==> run_1/m1.png <==
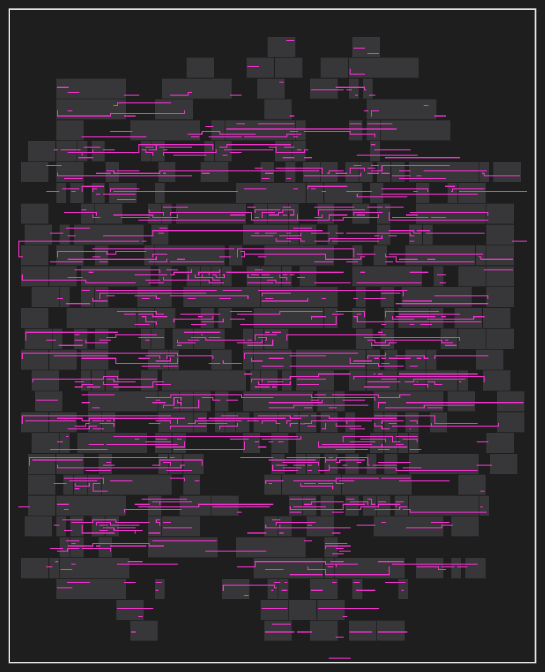
==> run_1/m2.png <==
Bar = 20 um.
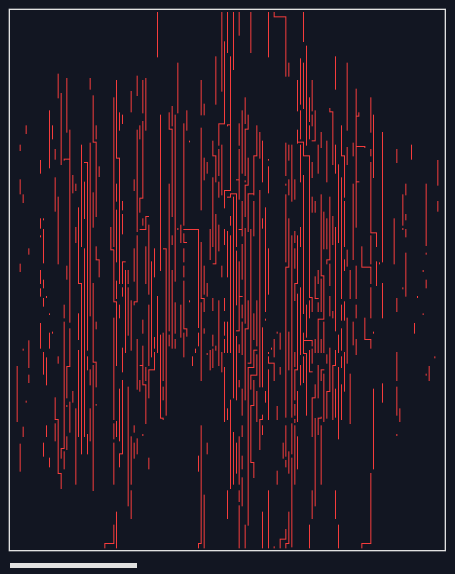
==> run_1/m3.png <==
Bar = 20 um.
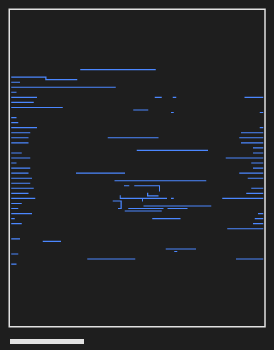
==> config.mk <==
export PLATFORM = sky130hd
export DESIGN_NAME = request_dispatcher
export DESIGN_NICKNAME = d
export VERILOG_FILES = /design/src/rtl/request_dispatch_pkg.sv /design/src/rtl/request_dispatcher_priority_encoder.sv /design/src/rtl/request_dispatcher.sv
export SDC_FILE = /design/constraint.sdc
export NUM_CORES = 1
export LEC_CHECK = 0
export CORE_ASPECT_RATIO = 1.25
export CORE_UTILIZATION = 38
export CTS_CLUSTER_SIZE = 10
export DETAILED_ROUTE_END_ITERATION = 8
export GPL_TIMING_DRIVEN = 1
export PLACE_DENSITY = 0.75
export SKIP_CTS_REPAIR_TIMING = 1
export SLEW_MARGIN = 15
export SYNTH_ARGS = -nofsm -noshare
export SYNTH_HDL_FRONTEND = slang
export SYNTH_SLANG_ARGS = --single-unit
==> constraint.sdc <==
create_clock -name clk_i -period 5.1 [get_ports clk_i]
set_input_delay 1.02 -clock clk_i [delete_from_list [all_inputs] [get_ports clk_i]]
set_output_delay 1.02 -clock clk_i [all_outputs]
set_load 0.03 [all_outputs]
==> metrics.yaml, run 1 <==
outcome:
  status: "finished clean"
final_layout:
  seq_share_pct: 31.8
  syn2layout_area_growth_pct: 42.7
  n_clock_buffer: 7
  comb-cell-share_pct: 33.2
  final_nets: 351
  antennaDiodeCount: 0
  flops: 38
  largest_class: "logic gates"
  final-nonclk-buf-share_pct: 25.3
  fillCellCount: 504
  largest_reg_flops: 32
  inverters: 29
power_and_ir_drop:
  internal_power_mw: 0.572
  pg_comb_mw: 0.223
  power_switching_share_pct: 32.6
  power.leakage_nw: 1.24
  peakVddDrop_mv: 0.195
  switching_power_mw: 0.277
  clockPowerShare_pct: 30.2
  p_seq_mw: 0.370
  seq_power_share_pct: 43.6
  power.density_nw_per_um2: 284
  power_leader: "registers"
setup_path:
  path_max_fanout: 10
  cpMaxStageDelayCell: "clkdlybuf4s50_1"
  crit_path_end_kind: "output pin"
  crit_chain: "clkdlybuf4s50_1"
  reg2regPathDepth: 5
  cp.required_ns: 4.08
  crit_cells: 1
  slowest_delay_ns: 0.74
  crit_buf_inv: 1
  rrSetupSlack_ns: 3.25
  arrival_ns: 1.58
  cp_top_family: "buffers and inverters"
logic_synthesis:
  most_common_cell: "a21oi_1"
  synth_cells: 239
  syn_nets: 275
  avgSynthCellArea_sq_um: 8.77
  synthArstFlopShare_pct: 100
  synth-simple-area-share_pct: 24.6
  synth-adder-area-share_pct: 0
  ys_seq_share_pct: 45.3
  synth_top_cell_by_area: "dfrtp_1"
  xor_share_pct: 0
  logic_family: "simple AND/OR/NAND/NOR gates"
  ys.flop_type: "dfrtp_1"
  synth.area.mux_share_pct: 0
  netlist_area_sq_um: 2100
  top_area_share_pct: 45.3
  ys_cells: 239
drt:
  wl_met3_um: 455
  drt_iter0_drc: 146
  m1WireLength_mm: 2.54
  top_layer: "met4"
  drc_errors: 0
  wl_per_cell_um: 15.9
  wl_met2_mm: 2.87
sta:
  worstMarginPinSlew_ns: 0.494
  rsz0062_at_grt: "no"
  relSlewSlack_pct: 67.1
  holdWs_ns: 0.625
  finClkSkew_ns: 0.00834
  layout_setup_ws_ns: 2.50
  final_hold_viol_count: 0
clocking:
  clock_path_buffers: 2
  cts.sinks: 38
  cts_tree: "built"
  cts_made_buffers: 5
  clock_latency_ns: 0.30
global_routing:
  grtUsageTotal_pct: 22.6
  busiest_layer: "met2"
  grt_pass1_wl_mm: 9.70
  grt_start_max_net_pins: 39
  antenna_found_initial: 0
place:
  hpwl_mm: 4.44
  port_buffers: 74
  dp_slack_ns: 2.40
  dp_cells: 370
die:
  dieArea_sq_um: 5820
  pin_count: 75
  die_y_um: 85.1
  die_width_um: 68.4
  row_count: 29
About m1.png:
longest straight run: 23.9 um
nets with wire on the layer: 289
main direction: horizontal
share of all routed wire: 42%
wire length on this layer: 2540 um
met1 GRT Util: 29.2%
Post-Route WL: 6.01 mm
routed vias: 2057

About m2.png:
share of all routed wire: 48%
wire length on this layer: 2870 um
met2 usage: 35.3%

About m3.png:
share of all routed wire: 7.6%
nets with wire on the layer: 68
wire length on this layer: 456 um
longest straight run: 27.8 um
main direction: horizontal
M3 GR Usage: 5.51%

## run 1: cell usage in the layout (no fill, tap or decap), types with 8 or more instances in the layout
master,n
nand2_1,9
o21ai_0,28
nor2_1,23
nand2b_1,9
dfrtp_1,38
nor3_1,8
a21oi_1,40
inv_1,29
clkdlybuf4s50_1,74
## run 1: stage by stage
stage / area (sq um) / power (mW) / utilization, %
floorplan: 2100 / 0.494 / -
global placement: 2890 / 0.596 / 55.6
detailed placement: 2890 / 0.598 / 55.6
CTS: 2990 / 0.853 / 57.7
global route: 2990 / 0.886 / 57.7
finish: 2990 / 0.850 / 57.7
==> run_1/clock_nets.png <==
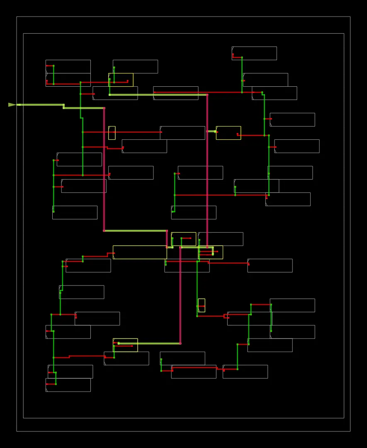

==> run 2, diff against run 1 <==
==> constraint.sdc (replaced) <==
create_clock -name clk_i -period 2.6 [get_ports clk_i]
set_input_delay 0.52 -clock clk_i [delete_from_list [all_inputs] [get_ports clk_i]]
set_output_delay 0.52 -clock clk_i [all_outputs]
set_load 0.03 [all_outputs]
==> run_2/clock_nets.png <==
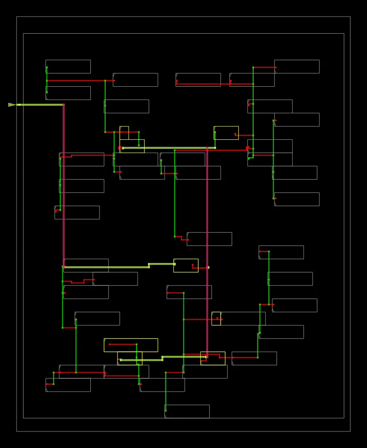
Power Clock: 0.496 mW
registers: 38
clock buffers: 5
TritonCTS buffer count: 5

==> run 2 against run 1 <==
Sequential cell count unchanged; die area unchanged; routed wire length up 1.8%; critical path type unchanged; largest cell class unchanged; highest routed layer unchanged.
==> metrics.yaml, run 2 <==
outcome:
  status: "finished clean"
global_routing:
  grtUsageTotal_pct: 22.9
  grt_start_max_net_pins: 39
  busiest_layer: "met2"
  antenna_found_initial: 0
die:
  pin_count: 75
  row_count: 29
  dieArea_sq_um: 5820
power_and_ir_drop:
  seq_power_share_pct: 43.8
  power.leakage_nw: 1.25
  clockPowerShare_pct: 29.9
  peakVddDrop_mv: 0.423
  internal_power_mw: 1.12
  fin_total_pwr_mw: 1.66
setup_path:
  crit_path_end_kind: "output pin"
  cpMaxStageDelayCell: "clkdlybuf4s50_1"
  crit_cells: 1
  arrival_ns: 1.59
  crit_chain: "clkdlybuf4s50_1"
  crit_buf_inv: 1
  path_max_fanout: 10
drt:
  wl_met2_mm: 2.99
  wl_per_cell_um: 16.2
  wl_met3_um: 340
  m1WireLength_mm: 2.59
place:
  dp_slack_ns: 0.405
sta:
  finClkSkew_ns: 0.0108
logic_synthesis:
  ys_seq_share_pct: 45.3
  top_area_share_pct: 45.3
  most_common_cell: "a21oi_1"
  ys.flop_type: "dfrtp_1"
final_layout:
  final_nets: 351
  layout_top_cell: "clkdlybuf4s50_1"
  antennaDiodeCount: 0
clocking:
  cts_tree: "built"
  cts.sinks: 38
==> run_2/m4.png <==
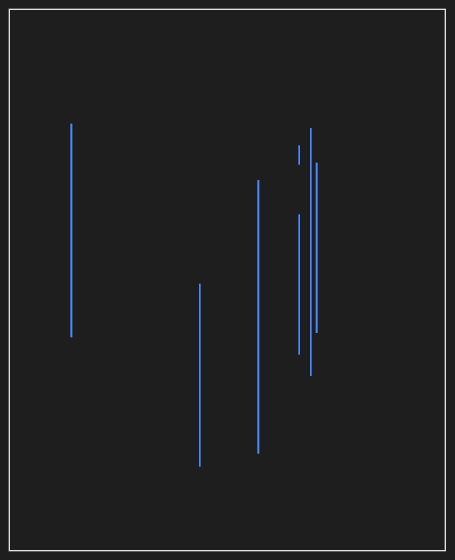
nets with wire on the layer: 6
main direction: vertical
Post-Route WL: 6.12 mm
routed vias: 2050

## run 2: power by group through the flow
stage	clock network [mW]	registers (mW)	logic, mW
2_1_floorplan	0	0.796	0.173
6_report	0.496	0.727	0.436
3_3_place_gp	0	0.735	0.433
5_1_grt	0.525	0.738	0.472
3_5_place_dp	0	0.737	0.436
4_1_cts	0.505	0.726	0.438
## run 2: kinds of logic after synthesis
family	count (synthesis)	share of synthesized area, %
simple gates	81	24.6
buf+inv	36	7.34
compound gates	84	22.7
flops	38	45.3
## run 2: area by class of cell
| type | count | area, sq um |
|---|---|---|
| clock buffers | 5 | 68.8 |
| clock inverters | 3 | 40.0 |
| fillers | 514 | 2190 |
| inverters | 29 | 109 |
| multi-input cells | 165 | 992 |
| flip-flops and latches | 38 | 951 |
| well taps | 62 | 77.6 |
| repair buffers | 76 | 756 |
No activity file was given, so power comes from the tool's default toggle rates.
